[src/rtl/alu_pkg.sv]
// Shared definitions for the pipelined zx/nx/zy/ny/f/no ALU: control bit
// positions, a decoded control view and the named opcodes the sequencer emits.
package alu_pkg;

    localparam int CTRL_ZX = 5;
    localparam int CTRL_NX = 4;
    localparam int CTRL_ZY = 3;
    localparam int CTRL_NY = 2;
    localparam int CTRL_F  = 1;
    localparam int CTRL_NO = 0;

    typedef struct packed {
        logic zx;
        logic nx;
        logic zy;
        logic ny;
        logic f;
        logic no;
    } ctrl_t;

    localparam logic [5:0] OP_ZERO = 6'b101010;
    localparam logic [5:0] OP_ONE  = 6'b111111;
    localparam logic [5:0] OP_NEG1 = 6'b111010;
    localparam logic [5:0] OP_X    = 6'b001100;
    localparam logic [5:0] OP_Y    = 6'b110000;
    localparam logic [5:0] OP_NOTX = 6'b001101;
    localparam logic [5:0] OP_NOTY = 6'b110001;
    localparam logic [5:0] OP_NEGX = 6'b001111;
    localparam logic [5:0] OP_NEGY = 6'b110011;
    localparam logic [5:0] OP_XP1  = 6'b011111;
    localparam logic [5:0] OP_YP1  = 6'b110111;
    localparam logic [5:0] OP_XM1  = 6'b001110;
    localparam logic [5:0] OP_YM1  = 6'b110010;
    localparam logic [5:0] OP_ADD  = 6'b000010;
    localparam logic [5:0] OP_SUB  = 6'b010011;
    localparam logic [5:0] OP_RSUB = 6'b000111;
    localparam logic [5:0] OP_AND  = 6'b000000;
    localparam logic [5:0] OP_OR   = 6'b010101;

endpackage

[src/rtl/alu_core.sv]
// Combinational ALU datapath: operand zero/invert, add-or-and, optional output
// invert. Carry and overflow always describe the adder before the final invert.
module alu_core
    import alu_pkg::*;
#(
    parameter int WIDTH = 8
) (
    input  logic [WIDTH-1:0] x,
    input  logic [WIDTH-1:0] y,
    input  logic [5:0]       ctrl,
    output logic [WIDTH-1:0] o,
    output logic             cy,
    output logic             ov
);

    ctrl_t            c;
    logic [WIDTH-1:0] xa;
    logic [WIDTH-1:0] xb;
    logic [WIDTH-1:0] ya;
    logic [WIDTH-1:0] yb;
    logic [WIDTH:0]   sum;
    logic [WIDTH-1:0] s;

    assign c = ctrl_t'(ctrl);

    always_comb begin
        xa  = c.zx ? '0 : x;
        xb  = c.nx ? ~xa : xa;
        ya  = c.zy ? '0 : y;
        yb  = c.ny ? ~ya : ya;
        sum = {1'b0, xb} + {1'b0, yb};
        cy  = 1'b0;
        ov  = 1'b0;
        if (c.f) begin
            s  = sum[WIDTH-1:0];
            cy = sum[WIDTH];
            ov = (xb[WIDTH-1] == yb[WIDTH-1]) && (s[WIDTH-1] != xb[WIDTH-1]);
        end else begin
            s = xb & yb;
        end
        o = c.no ? ~s : s;
    end

endmodule

[src/rtl/alu_pipe.sv]
// Two-stage valid/ready ALU with an optional accumulator that can replace y.
// Stage 1 holds the accepted op; the result is registered into stage 2.
module alu_pipe
    import alu_pkg::*;
#(
    parameter int WIDTH  = 8,
    parameter int ACC_EN = 1
) (
    input  logic             clk,
    input  logic             rst_n,
    input  logic             in_valid,
    output logic             in_ready,
    input  logic [WIDTH-1:0] x,
    input  logic [WIDTH-1:0] y,
    input  logic [5:0]       ctrl,
    input  logic             use_acc,
    input  logic             acc_wr,
    output logic             out_valid,
    input  logic             out_ready,
    output logic [WIDTH-1:0] o,
    output logic             zr,
    output logic             ng,
    output logic             cy,
    output logic             ov,
    output logic [WIDTH-1:0] acc
);

    logic             s1_valid;
    logic [WIDTH-1:0] s1_x;
    logic [WIDTH-1:0] s1_y;
    logic [5:0]       s1_ctrl;
    logic             s1_use_acc;
    logic             s1_acc_wr;

    logic [WIDTH-1:0] acc_q;
    logic [WIDTH-1:0] y_eff;
    logic [WIDTH-1:0] core_o;
    logic             core_cy;
    logic             core_ov;

    logic             out_adv;
    logic             accept;

    assign out_adv  = s1_valid && (!out_valid || out_ready);
    assign in_ready = !s1_valid || out_adv;
    assign accept   = in_valid && in_ready;

    // The op in stage 1 reads the accumulator live, so a write made by the op
    // ahead of it on the previous edge is already visible: no forwarding needed.
    assign y_eff = ((ACC_EN != 0) && s1_use_acc) ? acc_q : s1_y;
    assign acc   = acc_q;

    alu_core #(
        .WIDTH (WIDTH)
    ) u_core (
        .x    (s1_x),
        .y    (y_eff),
        .ctrl (s1_ctrl),
        .o    (core_o),
        .cy   (core_cy),
        .ov   (core_ov)
    );

    always_ff @(posedge clk) begin
        if (!rst_n) begin
            s1_valid   <= 1'b0;
            s1_x       <= '0;
            s1_y       <= '0;
            s1_ctrl    <= '0;
            s1_use_acc <= 1'b0;
            s1_acc_wr  <= 1'b0;
        end else if (accept) begin
            s1_valid   <= 1'b1;
            s1_x       <= x;
            s1_y       <= y;
            s1_ctrl    <= ctrl;
            s1_use_acc <= use_acc;
            s1_acc_wr  <= acc_wr;
        end else if (out_adv) begin
            s1_valid <= 1'b0;
        end
    end

    always_ff @(posedge clk) begin
        if (!rst_n) begin
            out_valid <= 1'b0;
            o         <= '0;
            zr        <= 1'b0;
            ng        <= 1'b0;
            cy        <= 1'b0;
            ov        <= 1'b0;
        end else if (out_adv) begin
            out_valid <= 1'b1;
            o         <= core_o;
            zr        <= (core_o == '0);
            ng        <= core_o[WIDTH-1];
            cy        <= core_cy;
            ov        <= core_ov;
        end else if (out_ready) begin
            out_valid <= 1'b0;
        end
    end

    always_ff @(posedge clk) begin
        if (!rst_n) begin
            acc_q <= '0;
        end else if ((ACC_EN != 0) && out_adv && s1_acc_wr) begin
            acc_q <= core_o;
        end
    end

endmodule

[config.mk]
export PLATFORM = sky130hd
export DESIGN_NAME = alu_pipe
export DESIGN_NICKNAME = d
export VERILOG_FILES = /design/src/rtl/alu_pkg.sv /design/src/rtl/alu_core.sv /design/src/rtl/alu_pipe.sv
export SDC_FILE = /design/constraint.sdc
export NUM_CORES = 1
export LEC_CHECK = 0
export ABC_AREA = 1
export CAP_MARGIN = 20
export CORE_MARGIN = 3
export CORE_UTILIZATION = 45
export DETAILED_ROUTE_END_ITERATION = 12
export HOLD_SLACK_MARGIN = 0.03
export MAX_ROUTING_LAYER = met4
export PLACE_DENSITY = 0.73
export SLEW_MARGIN = 30
export SYNTH_ARGS = -nofsm -noshare
export SYNTH_HDL_FRONTEND = slang
export SYNTH_SLANG_ARGS = --single-unit
[constraint.sdc]
create_clock -name clk -period 7.5 [get_ports clk]
set_input_delay 1.125 -clock clk [delete_from_list [all_inputs] [get_ports clk]]
set_output_delay 1.125 -clock clk [all_outputs]
set_load 0.03 [all_outputs]
==> run_results.csv, run 1 <==
group,metric,value,unit
clocking,cts_tree,"done",
worst_setup_path,crit_end,"in_ready",
outcome,status,"finished, final reports clean",
synthesis,syn_nets,419,
routing,drt-initial-drc-count,131,
power_and_ir_drop,p_leak,1.474,nW
global_routing,grt_max_degree,34,
global_routing,grt_pass1_vias,2297,
final_timing,relSlewSlack,55.34,%
synthesis,yosys_area,2559,µm²
global_routing,grt_overflow,0,
worst_setup_path,startpoint_type,"primary input",
final_timing,clock_skew,0.007971,ns
final_timing,tightest_slew,0.6690,ns
worst_setup_path,crit_path_start,"out_ready",
synthesis,synth-main-ff-cell,"dfxtp_1",
synthesis,top_cell,"nand2_1",
worst_setup_path,cp.arrival,2.44,ns
clocking,cts_made_buffers,5,
finish,fin_cells,494,
synthesis,synth-async-reset-ratio,0,%
finish,logic_area,1370,µm²
placement,dp_hpwl,4551,µm
placement,post-place-ws,3.931,ns
clocking,clk_latency,0.30,ns
final_timing,min_period,3.562,ns
finish,drive_gt1_share,4.953,%
synthesis,ys.flops,45,
routing,drt-total-wl,5962,µm
clocking,post_cts_buffers,0,
final_timing,finalClockPeriodUsage,47.49,%
worst_setup_path,worstPathMaxFanout,3,
clocking,clk_pin_slew,0.09,ns
synthesis,edf_count,0,
routing,drtPass1Iterations,4,
die,die_x,81.41,µm
final_timing,finalSetupViolCount,0,
synthesis,ys_sh_simple,26.26,%
worst_setup_path,required,6.38,ns
final_timing,layout_setup_ws,3.938,ns
synthesis,ys_sh_xor,6.455,%
final_timing,fin_setup_tns,0,ns
power_and_ir_drop,power_density,199.9,nW/µm²
synthesis,adder_share,4.694,%
synthesis,synth.mux.area_fraction,0,%
finish,fin_nets,460,
synthesis,synth.distinct_cells,25,
finish,nFillCells,534,
synthesis,ys_top_logic_family,"simple AND/OR/NAND/NOR gates",
min_path,hp-class,"reg -> reg",
finish,syn_to_final_growth,23.08,%
worst_setup_path,critPathCaptureType,"output port",
routing,vias_per_cell,4.992,
clocking,cts.htree.levels,2,
die,fp-row-count,26,
synthesis,yosys_cells,382,
synthesis,ys_seq_share,35.21,%
worst_setup_path,r2r_slack,4.63,ns
global_routing,grt_antenna_before_repair,0,
run,maxCapViolCount,0,
clocking,cts.repair.resized,0,
die,core_area,5303,µm²
die,initial_utilization,48.25,%
synthesis,netlist_area,2559,µm²
power_and_ir_drop,vdd_drop_max,135.2,µV
die,dieArea,6627,µm²
final_timing,report.final.slew_viol_count,0,
clocking,cts_sinks,45,
routing,route.detailed.drc,0,
routing,ant_nets,0,
synthesis,syn_area_per_cell,6.698,µm²
final_timing,rsz0062_at_grt,"no",
final_timing,finalHoldViolCount,0,
placement,gp_congestion,0.8233,
clocking,cts_root_buffer,"clkbuf_8",
routing,vias,2466,
synthesis,synth_area_leader_cell,"dfxtp_1",
worst_setup_path,reg2reg_from,"s1_use_acc",
worst_setup_path,rr_worst_depth,16,
clocking,cts_hold_buf,0,
placement,place_inst,486,
clocking,clock_path_buffers,2,
die,die_h,81.41,µm
worst_setup_path,timing.rr.end,"zr",
synthesis,top_cell_area_share,35.21,%
finish,diodes,0,
run,warnings,26,
synthesis,ys_sh_aoi,16.14,%
synthesis,topCellsByArea,"dfxtp_1 (35%), nand2_1 (10%), o21ai_0 (8.8%)",
global_routing,grt_pass1_wl,10090,µm
worst_setup_path,critPathKind,"in -> out",
power_and_ir_drop,total_power,629.6,µW
synthesis,top_cells_by_count,"nand2_1 (70), nor2_1 (58), inv_1 (48)",
global_routing,top_usage_layer,"met2",
final_timing,max_freq,280.8,MHz
global_routing,use_met2,31.43,%
synthesis,synth_warnings,0,
synthesis,syn_inst,382,
## run 1: registers in the layout (all words and copies together) (netlist names)
name	flops
s1_acc_wr	1
s1_valid	1
s1_y	8
s1_ctrl	6
o	8
cy	1
s1_use_acc	1
zr	1
out_valid	1
ov	1
acc	8
s1_x	8
## run 1: worst max-delay path, stage by stage
cell and delay [ns]:
clkdlybuf4s50_1 0.46, inv_1 0.06, nand3_1 0.10, clkdlybuf4s50_1 0.69
## run 1: worst min path at each step
stage | start | slack, ns | depth (start not counted) | end
floorplan | s1_acc_wr | 0.45 | 2 | s1_acc_wr
global placement | cy | 0.46 | 2 | cy
detailed placement | ov | 0.46 | 2 | ov
CTS | ov | 0.47 | 2 | ov
global route | ov | 0.49 | 2 | ov
finish | ov | 0.47 | 2 | ov
## run 1: cells by family (layout without fill, tap and decap cells)
family,Yosys count,after routing
flops,45,45
simple gates,164,164
buf+inv,69,111
xor+xnor,18,18
fa+ha+maj,9,9
compound gates,77,77
## run 1: metrics by stage
| step | cell area [µm²] | util (%) | hold WS [ns] |
|---|---|---|---|
| after floorplan | 2559 | - | 0.4476 |
| after global placement | 3060 | 57.72 | 0.4562 |
| after detailed placement | 3060 | 57.72 | 0.4586 |
| after CTS | 3154 | 59.49 | 0.4739 |
| after global routing | 3149 | 59.39 | 0.4926 |
| final | 3149 | 59.39 | 0.4726 |
## run 1: cell usage in the layout, fill, tap and decap left out
cell              n
a21oi_1          22
a21oi_2           2
buf_2             1
buf_4             1
clkbuf_8          5
clkdlybuf4s50_1  48
clkinv_1          2
clkinv_4          1
clkinvlp_4        1
dfxtp_1          45
fa_1              1
ha_1              8
inv_1            48
inv_2             2
inv_6             2
nand2_1          70
nand2_2           3
nand3_1          27
nand4_1           3
nor2_1           58
nor2_2            1
o211ai_1          8
o21ai_0          45
or2_1             1
or2_2             1
xor2_1           17
xor2_2            1
## run 1: metal layers
metal / share of wire, % / vias up / wire length [µm]
met5: 0 / - / 0
met4: 1.2 / 0 / 74
met3: 4.1 / 9 / 242
met2: 47 / 48 / 2780
met1: 48 / 1116 / 2864
li1: - / 1293 / -
## run 1: final cells by class
| cell class | instances | share of cell area, % |
|---|---|---|
| Clock inverter | 3 | 0.7946 |
| Timing Repair Buffer | 50 | 15.65 |
| Multi-Input combinational cell | 268 | 43.50 |
| Sequential cell | 45 | 28.61 |
| Clock buffer | 5 | 2.185 |
| Inverter | 53 | 6.476 |
| Tap cell | 70 | 2.781 |
## run 1: power breakdown
part / switching [mW] / total [mW] / internal (mW)
logic: 0.125 / 0.206 / 0.0809
registers: 0.0135 / 0.268 / 0.254
clock network: 0.0880 / 0.156 / 0.0679
run_1/port_nets.png
Bar = 20 µm.
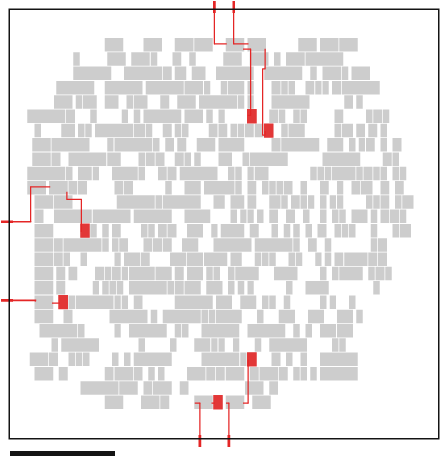
- red: ctrl (bits 6; direction input; end cells 6; buffers 6; wire 103 µm)
Port Buffers: 49
Ports: 50

run_1/registers.png
Bar = 20 µm. Other sequential cells in the stronger gray, the rest of the logic in the fainter gray.
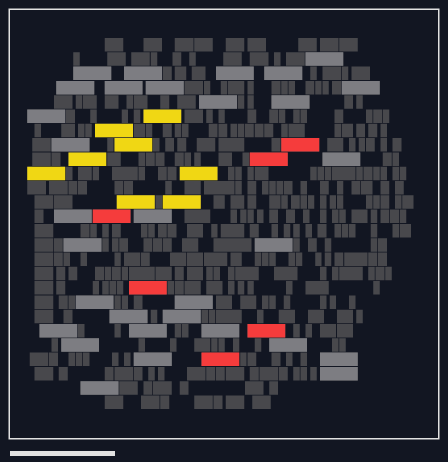
- red: s1_ctrl (sequential cells 6)
- yellow: acc (sequential cells 8)
Seq area share: 28.61%
Final Core Density: 59.39%
P_seq: 268 µW
Reg area: 900.9 µm²

run_1/final_congestion.png
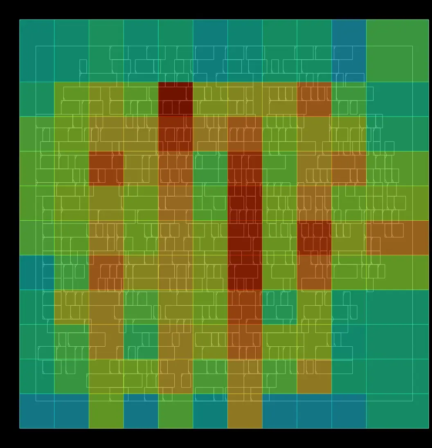
GR Util All Layers: 20.00%
met1 Resource Use GR: 25.82%
wire length per cell: 12.07 µm
GR Util met3: 3.769%

run_1/met1.png
Bar = 20 µm. Supply wires on this layer in gray.
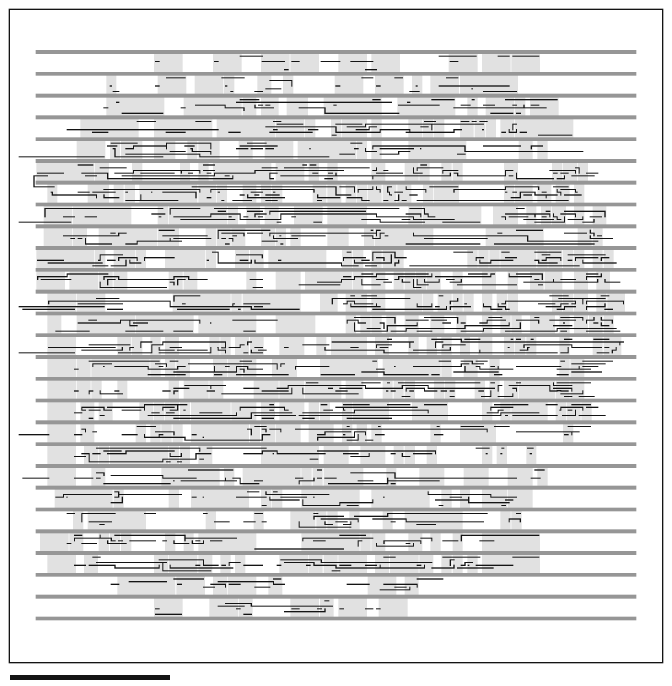

==> run 2, diff against run 1 <==
==> constraint.sdc (replaced) <==
create_clock -name clk -period 3.4 [get_ports clk]
set_input_delay 0.51 -clock clk [delete_from_list [all_inputs] [get_ports clk]]
set_output_delay 0.51 -clock clk [all_outputs]
set_load 0.03 [all_outputs]
run_2/met1.png
Bar = 20 µm. Supply wires on this layer in gray.
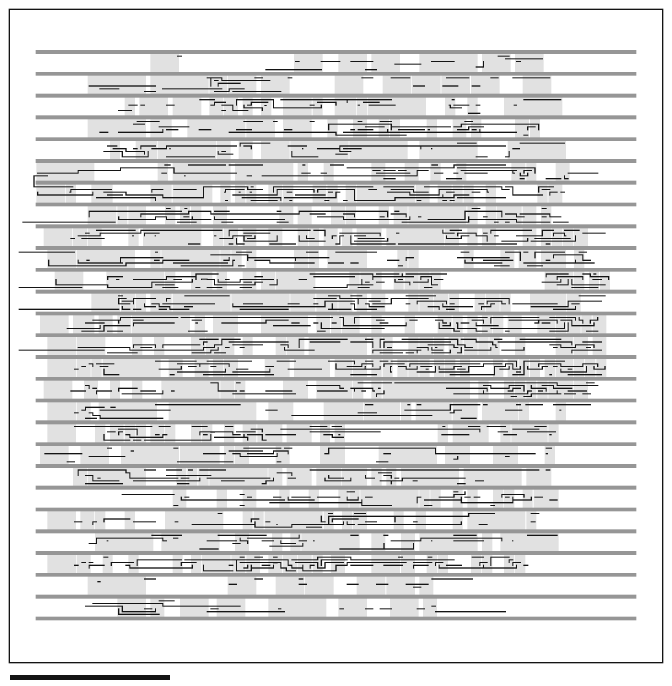
- longest straight run: 28.5 µm
- wire length on this layer: 2,880 µm
- main direction: horizontal
- nets with wire on the layer: 428
- share of all routed wire: 47%
drt total wl: 6082 µm
met1 Resource Use GR: 27.17%

==> run 2 against run 1 <==
  * Sequential power increased by 120%
  * Via count increased by 0.36%
  * Total power increased by 140%
  * Die area unchanged
  * Worst setup slack got worse by 3.3 ns
  * Register-to-register slack got worse by 4.0 ns
  * Final cell count increased by 0.20%
  * Worst hold slack got worse by 0.0034 ns
  * Combinational power increased by 120%
  * Clock power increased to 3.0 times the previous value
  * Clock-buffer cell count unchanged
  * Critical path depth increased by 11
  * Critical path type is now reg -> reg
  * Critical endpoint is now zr
  * Highest routed layer unchanged
==> run_results.csv, run 2 <==
group,metric,value,unit
final_timing,min_period,2.750,ns
finish,diodes,0,
finish,drive_gt1_share,4.941,%
run,warnings,26,
finish,logic_area,1370,µm²
power_and_ir_drop,p_leak,1.502,nW
finish,syn_to_final_growth,25.13,%
clocking,cts_root_buffer,"clkbuf_8",
synthesis,syn_inst,382,
placement,dp_hpwl,4607,µm
final_timing,layout_setup_ws,0.6498,ns
final_timing,report.final.slew_viol_count,0,
synthesis,synth_area_leader_cell,"dfxtp_1",
die,die_x,81.41,µm
run,maxCapViolCount,0,
synthesis,edf_count,0,
global_routing,grt_pass1_vias,2298,
routing,met1Wirelength,2875,µm
clocking,cts.repair.resized,0,
finish,lay_top_count,"nand2_1",
clocking,cts_sinks,45,
placement,io_buffers,49,
routing,dr_wl_met2,2835,µm
clocking,cts_made_buffers,5,
outcome,status,"finished, final reports clean",
placement,gp_congestion,0.9109,
worst_setup_path,cp.arrival,2.99,ns
finish,lay_top_cells,"nand2_1 (70), nor2_1 (58), clkdlybuf4s50_1 (49), inv_1 (48)",
final_timing,finalSetupViolCount,0,
placement,post-place-ws,0.6595,ns
die,io_pins,50,
synthesis,topCellsByArea,"dfxtp_1 (35%), nand2_1 (10%), o21ai_0 (8.8%)",
clocking,clk_pin_slew,0.09,ns
synthesis,syn_area_per_cell,6.698,µm²
worst_setup_path,startpoint_type,"flip-flop",
clocking,clk_latency,0.30,ns
routing,vias_per_cell,5.000,
routing,dr_wl_met3,293,µm
final_timing,finalHoldViolCount,0,
synthesis,yosys_area,2559,µm²
global_routing,grt_overflow,0,
final_timing,max_freq,363.6,MHz
synthesis,top_cells_by_count,"nand2_1 (70), nor2_1 (58), inv_1 (48)",
synthesis,top_cell,"nand2_1",
synthesis,netlist_area,2559,µm²
synthesis,synth.distinct_cells,25,
finish,fin_nets,461,
final_timing,fin_setup_tns,0,ns
clocking,cts_tree,"done",
worst_setup_path,required,3.64,ns
global_routing,grt_usage,20.54,%
die,fp-row-count,26,
final_timing,tightest_slew,0.6345,ns
clocking,post_cts_buffers,0,
global_routing,grt_pass1_wl,10380,µm
routing,top_layer,"met4",
finish,fin_util,60.38,%
die,dieArea,6627,µm²
routing,route.detailed.drc,0,
final_timing,finalClockPeriodUsage,80.89,%
synthesis,top_cell_area_share,35.21,%
finish,ff_latch_area,900.9,µm²
final_timing,hold_slack,0.4692,ns
clocking,cts.htree.levels,2,
final_timing,relSlewSlack,57.64,%
routing,drt-initial-drc-count,173,
power_and_ir_drop,total_power,1.517,mW
synthesis,ys_seq_share,35.21,%
finish,nFillCells,515,
final_timing,clock_skew,0.009441,ns
run_2/registers.png
Bar = 20 µm. Other sequential cells in the stronger gray, the rest of the logic in the fainter gray.
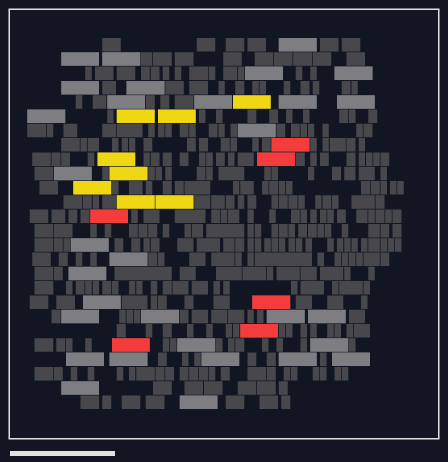
- red: s1_ctrl (sequential cells 6)
- yellow: acc (sequential cells 8)
- not colored: 31

==> run 2: cell counts after synthesis <==
Identical to the previous run, type by type.
==> run 2: through the flow <==
step           instances  cell area [µm²]
2_1_floorplan        382             2559
3_3_place_gp         487             3068
3_5_place_dp         487             3068
4_1_cts              495             3202
5_1_grt              495             3202
6_report             495             3202
==> run 2: worst paths after layout <==
path | to | depth (start not counted) | slack [ns] | start
worst min-delay path | cy | 2 | 0.47 | cy
worst max-delay path | zr | 15 | 0.65 | s1_use_acc
worst min register to register | cy | 2 | 0.47 | cy
worst max register to register | zr | 15 | 0.65 | s1_use_acc
==> run 2: kinds of logic after synthesis <==
group,share of synthesized area (%)
and+or+nand+nor,26.26
AOI/OAI and AO/OA,16.14
buffers and inverters,11.25
DFF,35.21
xor gates and xnor gates,6.455
adders and majority gates,4.695
==> run 2: critical path, stage by stage (launching register included) <==
cell and delay [ns]:
dfxtp_1 0.54, inv_1 0.14, o21ai_0 0.22, xor2_1 0.10
ha_1 0.26, fa_1 0.39, or2_1 0.25, nand3_1 0.08
o21ai_0 0.11, nand2_1 0.09, nand2_1 0.07, nor2_1 0.09
nand3_1 0.08, nor2_1 0.09, nand2_1 0.07, a21oi_2 0.10
==> run 2: area by class of cell <==
type / count / share of cell area [%]
Multi-Input combinational cell: 268 / 42.79
Sequential cell: 45 / 28.14
Timing Repair Buffer: 51 / 15.79
Inverter: 53 / 6.370
Tap cell: 70 / 2.735
Clock buffer: 5 / 2.149
Clock inverter: 3 / 2.032
==> run 2: power by group <==
group | total [mW] | switching, mW | internal [mW]
logic | 0.455 | 0.275 | 0.180
registers | 0.591 | 0.0301 | 0.561
clock network | 0.471 | 0.180 | 0.292
total | 1.52 | 0.485 | 1.03
==> run 2: metal layers <==
| metal | global-route usage (%) | vias up |
|---|---|---|
| met5 | - | - |
| met1 | 27.17 | 1125 |
| met4 | 5.405 | 0 |
| met3 | 3.326 | 8 |
| met2 | 32.57 | 49 |
| li1 | - | 1293 |
Power and IR drop assume default switching activity.
